===== src/rtl/credential_collector.sv =====
// rtl/credential_collector.sv - serial username/password collector; lockout enabled by CREDENTIAL_LOCKOUT_EN
module credential_collector #(
    parameter int MAX_FAILS   = 3,
    parameter int LOCK_CYCLES = 16
) (
    input  logic        clk,
    input  logic        rst_n,
    input  logic [7:0]  char_in,
    input  logic        char_valid,
    output logic        char_ready,
    output logic [63:0] username,
    output logic [63:0] password,
    output logic        check,
    input  logic        match_in,
    output logic        granted,
    output logic        denied,
    output logic        overflow,
    output logic        locked
);

    if ((MAX_FAILS < 1) || (MAX_FAILS > 15) || (LOCK_CYCLES < 1) || (LOCK_CYCLES > 65535)) begin : g_bad_params
        $error("credential_collector: parameter out of range");
    end

    typedef enum logic [2:0] {
        S_USER   = 3'd0,
        S_PASS   = 3'd1,
        S_CHECK  = 3'd2,
        S_RESULT = 3'd3
`ifdef CREDENTIAL_LOCKOUT_EN
        ,
        S_LOCKED = 3'd4
`endif
    } state_t;

    state_t     state;
    state_t     state_next;
    logic [3:0] field_cnt;
    logic       match_q;
    logic       accept;
    logic       is_nul;

    assign accept = char_valid && char_ready;
    assign is_nul = (char_in == 8'h00);

`ifdef CREDENTIAL_LOCKOUT_EN
    logic [3:0]  fail_cnt;
    logic [3:0]  fail_inc;
    logic [15:0] lock_timer;
    logic        lock_now;

    assign fail_inc = (fail_cnt == 4'd15) ? 4'd15 : fail_cnt + 4'd1;
    assign lock_now = denied && (fail_inc == 4'(MAX_FAILS));

    always_ff @(posedge clk) begin
        if (!rst_n) begin
            fail_cnt   <= 4'd0;
            lock_timer <= 16'd0;
        end else if (state == S_RESULT) begin
            if (granted) begin
                fail_cnt <= 4'd0;
            end else begin
                fail_cnt <= fail_inc;
            end
            if (lock_now) begin
                lock_timer <= 16'(LOCK_CYCLES - 1);
            end
        end else if (state == S_LOCKED) begin
            // timer counts down to zero inclusive, giving LOCK_CYCLES cycles in LOCKED
            if (lock_timer == 16'd0) begin
                fail_cnt <= 4'd0;
            end else begin
                lock_timer <= lock_timer - 16'd1;
            end
        end
    end
`endif

    always_ff @(posedge clk) begin
        if (!rst_n) begin
            state <= S_USER;
        end else begin
            state <= state_next;
        end
    end

    always_comb begin
        state_next = state;
        case (state)
            S_USER:   if (accept && is_nul) state_next = S_PASS;
            S_PASS:   if (accept && is_nul) state_next = S_CHECK;
            S_CHECK:  state_next = S_RESULT;
`ifdef CREDENTIAL_LOCKOUT_EN
            S_RESULT: state_next = lock_now ? S_LOCKED : S_USER;
            S_LOCKED: if (lock_timer == 16'd0) state_next = S_USER;
`else
            S_RESULT: state_next = S_USER;
`endif
            default:  state_next = S_USER;
        endcase
    end

    always_comb begin
        char_ready = (state == S_USER) || (state == S_PASS);
        check      = (state == S_CHECK);
        granted    = (state == S_RESULT) && match_q && !overflow;
        denied     = (state == S_RESULT) && !(match_q && !overflow);
        locked     = 1'b0;
`ifdef CREDENTIAL_LOCKOUT_EN
        locked     = (state == S_LOCKED);
`endif
    end

    always_ff @(posedge clk) begin
        if (!rst_n) begin
            match_q <= 1'b0;
        end else if (state == S_CHECK) begin
            match_q <= match_in;
        end
    end

    // field_cnt saturates at 8; any further non-NUL character only flags overflow
    always_ff @(posedge clk) begin
        if (!rst_n) begin
            username  <= 64'd0;
            password  <= 64'd0;
            overflow  <= 1'b0;
            field_cnt <= 4'd0;
        end else if (state == S_RESULT) begin
            username  <= 64'd0;
            password  <= 64'd0;
            overflow  <= 1'b0;
            field_cnt <= 4'd0;
        end else if (accept) begin
            if (is_nul) begin
                field_cnt <= 4'd0;
            end else if (field_cnt[3]) begin
                overflow <= 1'b1;
            end else begin
                if (state == S_USER) begin
                    username[{field_cnt[2:0], 3'b000} +: 8] <= char_in;
                end else begin
                    password[{field_cnt[2:0], 3'b000} +: 8] <= char_in;
                end
                field_cnt <= field_cnt + 4'd1;
            end
        end
    end

endmodule


===== config.mk =====
export PLATFORM = sky130hd
export DESIGN_NAME = credential_collector
export DESIGN_NICKNAME = d
export VERILOG_FILES = /design/src/rtl/credential_collector.sv
export SDC_FILE = /design/constraint.sdc
export NUM_CORES = 1
export LEC_CHECK = 0
export CORE_ASPECT_RATIO = 1.25
export CORE_MARGIN = 8
export CORE_UTILIZATION = 35
export DETAILED_ROUTE_END_ITERATION = 12
export PLACE_DENSITY = 0.59
export SYNTH_ARGS = -nofsm -noshare
export SYNTH_HDL_FRONTEND = slang
export SYNTH_SLANG_ARGS = --single-unit

===== constraint.sdc =====
create_clock -name clk -period 3.07 [get_ports clk]
set_clock_uncertainty 0.05 [all_clocks]
set_input_delay 0.4605 -clock clk [delete_from_list [all_inputs] [get_ports clk]]
set_output_delay 0.4605 -clock clk [all_outputs]
set_load 0.01 [all_outputs]

==> run_1/clk_routes.png <==
Scale: 4 px per µm.
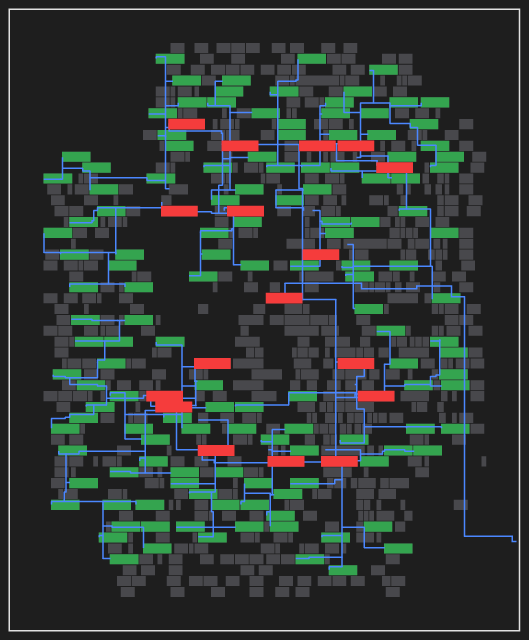
[clock drivers] red | count: 17
[clock wires] blue | length: 1750 µm
[flip-flops] green | count: 136
routed clock nets	18
flops lie	spread over the die
worst skew pair latency: 0.41 ns
Clock Power Share: 0.487
clock-net power: 2.11 mW

==> run_1/layer_met2.png <==
Scale: 2 px per µm. Cells faint in the background.
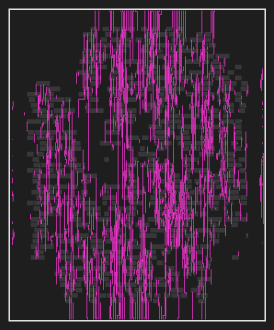
longest straight run	62.4 µm
nets with wire on the layer	604
wire length on this layer	8210 µm
via count of the routed design: 4358
final wirelength: 16.4 mm
met2 usage: 0.295

==> results.json, run 1 <==
{
  "synthArstFlopShare": 0,
  "fillers": 1408,
  "wl_per_cell_um": 18.1,
  "hp-start": "username[24]",
  "reg2reg_from": "field_cnt[0]",
  "status": "complete, no violations",
  "antenna_found_initial": 0,
  "fp-row-count": 51,
  "ys_types": 34,
  "ys.flops": 136,
  "drt_pass1_iterations": 4,
  "grt_util_all_layers": 0.169,
  "drtAntennaViolNets": 0,
  "final_common_cell": "clkdlybuf4s50_1",
  "timing.fmax_mhz": 356,
  "tns_ns": 0,
  "drv_cap": 0,
  "grt_max_degree": 64,
  "path_clk_slew_ns": 0.06,
  "hpwl_mm": 11.5,
  "fin_crit_ns": 2.81,
  "avgSynthCellArea_um2": 10.1,
  "netlist_area_um2": 5410,
  "drv_slew": 0,
  "synth_stat.cells": 535,
  "peakVddDrop_mv": 0.351,
  "cts_resized": 0,
  "synth-edff-count": 0,
  "die_area_um2": 19700,
  "hold_viol": 0,
  "cts.path.max_buffers": 2,
  "finalClockPeriodUsage": 0.915,
  "hold_ws_ns": 0.405,
  "nNetsFinal": 706,
  "crit_type": "reg2reg",
  "netlist_instances": 535,
  "critPathRequiredTime_ns": 3.35,
  "drt_iter0_drc": 217,
  "gp_congestion": 0.825,
  "n_antenna_cell": 0,
  "die_height_um": 155,
  "htree_num_levels": 4,
  "postCtsHoldBufs": 0,
  "layout_top_cells": "clkdlybuf4s50_1 (144), nand2_1 (139), dfxtp_1 (136), mux2i_1 (115)",
  "max-slew-margin-rel": 0.554,
  "hold_depth": 2,
  "rsz0062_at_grt": "no",
  "crit_path_max_fanout": 9,
  "cts_tree": "built",
  "numPortBuffers": 144,
  "drive_above_1_share": 0.100,
  "r2r_slack_ns": 0.26,
  "yosys_warnings": 0,
  "area_growth_pct": 44.2,
  "rr_worst_depth": 7,
  "tightestPinTransition_ns": 0.667,
  "cts-root-buf": "clkbuf_16",
  "routed_via_density": 4.79
}
==> run_1/clocks.png <==
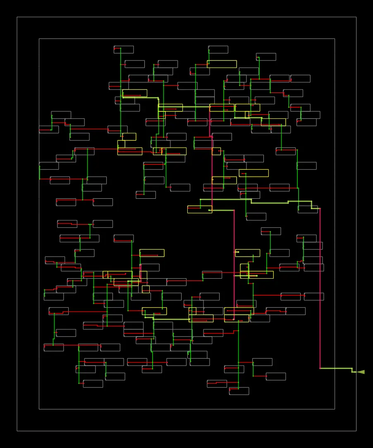
CTS sink count: 136
Flops: 136
final-layout clock buffer total: 19
Num CTS Buffers: 17

-- run 1: worst max path at each step --
stage                  from            to  slack [ns]  cells past startpoint
5_1_grt        field_cnt[0]   username[6]        0.12                      7
4_1_cts        field_cnt[0]   username[6]        0.25                      7
2_1_floorplan  field_cnt[0]  username[24]        0.64                      9
6_report       field_cnt[0]   username[6]        0.26                      7
3_3_place_gp   field_cnt[0]   username[1]        0.45                      7
3_5_place_dp   field_cnt[0]   username[0]        0.30                      7
-- run 1: cells in the mapped netlist (2+ instances only) --
library cell | count | share of area
nor2_1 | 8 | 0.0056
nand3_1 | 19 | 0.018
buf_2 | 3 | 0.0028
nor4_4 | 2 | 0.0079
nand4_2 | 2 | 0.0046
nand4b_1 | 4 | 0.0065
nand2b_1 | 3 | 0.0035
o31ai_1 | 2 | 0.0028
clkbuf_1 | 29 | 0.020
mux2i_1 | 115 | 0.21
nand2_1 | 139 | 0.096
nor2b_1 | 5 | 0.0058
a2111oi_2 | 2 | 0.0056
o21ai_0 | 19 | 0.018
inv_1 | 7 | 0.0049
ha_1 | 9 | 0.021
dfxtp_1 | 136 | 0.50
nand4_4 | 3 | 0.012
and3_1 | 2 | 0.0023
and2_1 | 2 | 0.0023
nand3b_1 | 2 | 0.0028
nand3_4 | 5 | 0.016
a21oi_1 | 6 | 0.0056
-- run 1: cells by family (layout without fill, tap and decap cells) --
logic type                 after synthesis  in the layout  share of synthesized area
buffers and inverters                   40            203                     0.0291
AOI/OAI and AO/OA                       33             33                     0.0398
other                                    1              1                   0.000693
muxes                                  115            115                      0.213
adders and majority gates                9              9                     0.0208
DFF                                    136            136                      0.503
and+or+nand+nor                        201            201                      0.194
-- run 1: per-stage QoR --
step,worst slack (ns),std cells,power [mW],util,area [µm²]
after global placement,0.449,878,2.25,0.468,7190
after floorplan,0.643,535,2.09,-,5410
after detailed placement,0.296,878,2.26,0.468,7190
after CTS,0.251,910,4.36,0.507,7800
after global routing,0.123,910,4.46,0.507,7800
final,0.262,910,4.33,0.507,7800
-- run 1: per-layer routing --
| layer | vias up | track usage | part of all wire |
|---|---|---|---|
| met5 | - | 0 | 0 |
| met4 | 0 | 0.0568 | 0.016 |
| met3 | 20 | 0.0479 | 0.054 |
| met2 | 130 | 0.295 | 0.50 |
| met1 | 2093 | 0.193 | 0.43 |
| li1 | 2115 | - | - |
-- run 1: worst max-delay path, cell delays in order (launching register included) --
cell	delay, ns
dfxtp_1	0.51
inv_1	0.17
ha_1	0.26
ha_1	0.42
nor2_1	0.30
and4_1	0.30
and3_1	0.47
mux2i_1	0.25
-- run 1: sequential cells by signal (all words and copies together), names as in the netlist --
signal     cells
password      64
field_cnt      4
state          2
match_q        1
overflow       1
username      64
-- run 1: power by group --
group | switching [mW] | internal, mW | leakage (nW)
Clock | 0.800 | 1.31 | 0.283
Sequential | 0.0230 | 1.79 | 1.10
Combinational | 0.257 | 0.150 | 2.05
Total | 1.08 | 3.25 | 3.43
-- run 1: final cells by class --
class                   instances  area (µm²)  share of cell area
inverters                       7        26.3             0.00337
multi-input cells             359        2540               0.325
flip-flops and latches        136        2720               0.349
well taps                     212         265              0.0340
clock buffers                  19         443              0.0568
clock inverters                13         168              0.0215
repair buffers                164        1640               0.210
==> run_1/io_placement.png <==
Scale: 2 px per µm. Pins as bars across the die edge, other pins in grey.
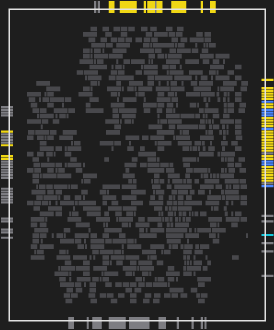

==> run 2, diff against run 1 <==
--- a/config.mk
+++ b/config.mk
@@ -9,7 +9,8 @@
 export CORE_MARGIN = 8
 export CORE_UTILIZATION = 35
 export DETAILED_ROUTE_END_ITERATION = 12
-export PLACE_DENSITY = 0.59
+export DONT_BUFFER_PORTS = 1
+export PLACE_DENSITY_LB_ADDON = 0.25
 export SYNTH_ARGS = -nofsm -noshare
 export SYNTH_HDL_FRONTEND = slang
 export SYNTH_SLANG_ARGS = --single-unit
==> run_2/io_placement.png <==
Scale: 2 px per µm. Pins as bars across the die edge, other pins in grey.
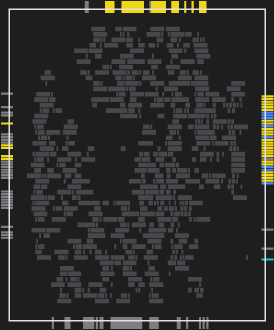
port	colour	pins	direction	edge
`char_in`	blue	8	input	east
`username`	yellow	64	output	35 north, 24 east, 5 west
`locked`	cyan	1	output	east
all pins by edge	41 south, 38 north, 36 east, 31 west
Port-buffer cells: 0
die width: 127 µm
floorplan die height: 155 µm

==> run_2/layer_met2.png <==
Scale: 2 px per µm. Cells faint in the background.
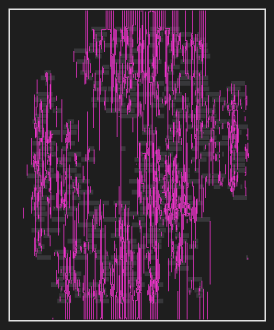
longest straight run	74.5 µm
wire length on this layer	8050 µm
met2 usage: 0.275
via count of the routed design: 3800
final wirelength: 15.7 mm

==> run 2 against run 1 <==
  * Critical path depth did not move
  * Synthesized area stayed put
  * Routed wire length is 4.5% lower
  * Largest cell class unchanged
==> results.json, run 2 <==
{
  "cts.path.max_buffers": 2,
  "final_util": 0.408,
  "hpwl_mm": 11.1,
  "grt_max_degree": 62,
  "synthArstFlopShare": 0,
  "numCtsBuffers": 17,
  "path_clk_slew_ns": 0.06,
  "cp_top_family": "simple AND/OR/NAND/NOR gates",
  "dp_cells": 724,
  "avgSynthCellArea_um2": 10.1,
  "wl_per_cell_um": 20.8,
  "drv_slew": 0,
  "synth_stat.cells": 535,
  "hold_viol": 0,
  "gp_congestion": 0.880,
  "clock_sinks": 136,
  "critical_path.most_common_cell": "ha_1",
  "ys.flops": 136,
  "finalClockPeriodUsage": 0.915,
  "tightestPinTransition_ns": 0.882,
  "yosys_warnings": 0,
  "drv_cap": 0,
  "path_buffers": 1,
  "grt_util_all_layers": 0.159,
  "reg.largest.list": "password (64), username (64), field_cnt (4)",
  "drt_pass1_iterations": 4,
  "rsz0062_at_grt": "no",
  "timing.fmax_mhz": 356,
  "area_growth_pct": 16.0,
  "largest_area_cell": "dfxtp_1",
  "routed_via_density": 5.03,
  "post-cts-setup-buffers": 0,
  "yosys-top-cells-count": "nand2_1 (139), dfxtp_1 (136), mux2i_1 (115)",
  "cts-root-buf": "clkbuf_16",
  "synth-edff-count": 0,
  "fp-row-count": 51,
  "crit_type": "reg2reg",
  "synthTopCellsByArea": "dfxtp_1 (50%), mux2i_1 (21%), nand2_1 (9.6%)",
  "n_antenna_cell": 0,
  "drt_iter0_drc": 179,
  "crit_path_max_fanout": 9,
  "final_common_cell": "nand2_1",
  "die_area_um2": 19700,
  "clkLatencyLatePin_ns": 0.41,
  "p_per_area_nw_per_um2": 700,
  "critPathRequiredTime_ns": 3.34,
  "nNetsFinal": 552,
  "layout_top_cells": "nand2_1 (139), dfxtp_1 (136), mux2i_1 (115), nand3_1 (19), o21ai_0 (19)",
  "cts_resized": 0,
  "ys_types": 34,
  "max_stage_delay_ns": 0.50,
  "cp_slowest_cell": "dfxtp_1",
  "path_cells": "inv_1, ha_1, ha_1, nor2_1, and4_1, and3_1, mux2i_1",
  "tns_ns": 0,
  "grt_pass1_vias": 3787,
  "antenna_found_initial": 0,
  "overflow": 0,
  "peakVddDrop_mv": 0.341,
  "netlist_instances": 535,
  "fillers": 1532,
  "fp_nets": 556,
  "power_mw": 4.39,
  "grt_pass1_wl_mm": 23.6,
  "drc": 0,
  "io_pins": 146,
  "final_cells": 756,
  "drive_above_1_share": 0.110,
  "fin_crit_ns": 2.81,
  "synth-main-ff-cell": "dfxtp_1",
  "postCtsHoldBufs": 0,
  "max-slew-margin-rel": 0.410,
  "cp-start-kind": "flop",
  "p_leak_nw": 2.90,
  "finalSetupViolCount": 0,
  "top_cell_area_share": 0.503,
  "netlist_area_um2": 5410,
  "drtAntennaViolNets": 0,
  "placeableCoreArea_um2": 15400,
  "cts_tree": "built",
  "status": "complete, no violations",
  "top_cell": "nand2_1",
  "htree_num_levels": 4
}
[run 2: cell count changes in the layout (fill, tap and decap cells not counted), sizes merged]
cell / before / now
clkbuf: 19 / 18
clkdlybuf4s50: 144 / 0
inv: 10 / 11
bufinv: 3 / 5
buf: 20 / 10
clkinvlp: 5 / 3
[run 2: logic make-up (layout without fill, tap and decap cells)]
logic type / Yosys count / count (layout) / share of synthesized area
other: 1 / 1 / 0.000693
multiplexers: 115 / 115 / 0.213
flip-flops: 136 / 136 / 0.503
adder cells (fa/ha/maj): 9 / 9 / 0.0208
AND-OR/OR-AND: 33 / 33 / 0.0398
buffers and inverters: 40 / 49 / 0.0291
AND/OR/NAND/NOR: 201 / 201 / 0.194
[run 2: metrics by stage]
| step | hold slack (ns) | instance area (µm²) | setup WS (ns) |
|---|---|---|---|
| after floorplan | 0.426 | 5410 | 0.643 |
| after global placement | 0.447 | 5630 | 0.467 |
| after detailed placement | 0.455 | 5630 | 0.263 |
| after CTS | 0.121 | 6280 | 0.242 |
| after global routing | 0.128 | 6280 | 0.0586 |
| final | 0.129 | 6280 | 0.262 |
[run 2: worst paths after layout]
path,end,start,cells past startpoint,slack (ns)
max reg2reg,username[2],field_cnt[0],7,0.26
max,username[2],field_cnt[0],7,0.26
min reg2reg,password[8],password[8],2,0.46
min,username[45],char_in[5],2,0.13
[run 2: final cells by class]
class	instances	area [µm²]	area share
sequential	136	2720	0.434
tap	212	265	0.0423
clock buffer	18	429	0.0684
clock inverter	14	220	0.0351
multi-input combinational	359	2540	0.404
inverter	7	26.3	0.00419
timing repair buffer	10	75.1	0.0120
[run 2: report_power, final]
group	internal (mW)	switching, mW	leakage (nW)
combinational	0.0844	0.216	1.49
sequential	1.79	0.0376	1.10
clock	1.45	0.813	0.309
total	3.33	1.07	2.90
[run 2: per-layer routing]
| metal | GRT usage | share of wire |
|---|---|---|
| met1 | 0.168 | 0.39 |
| met2 | 0.275 | 0.51 |
| met3 | 0.0709 | 0.086 |
| met4 | 0.0562 | 0.016 |
| met5 | 0 | 0 |
No activity file was given, so power comes from the tool's default toggle rates.
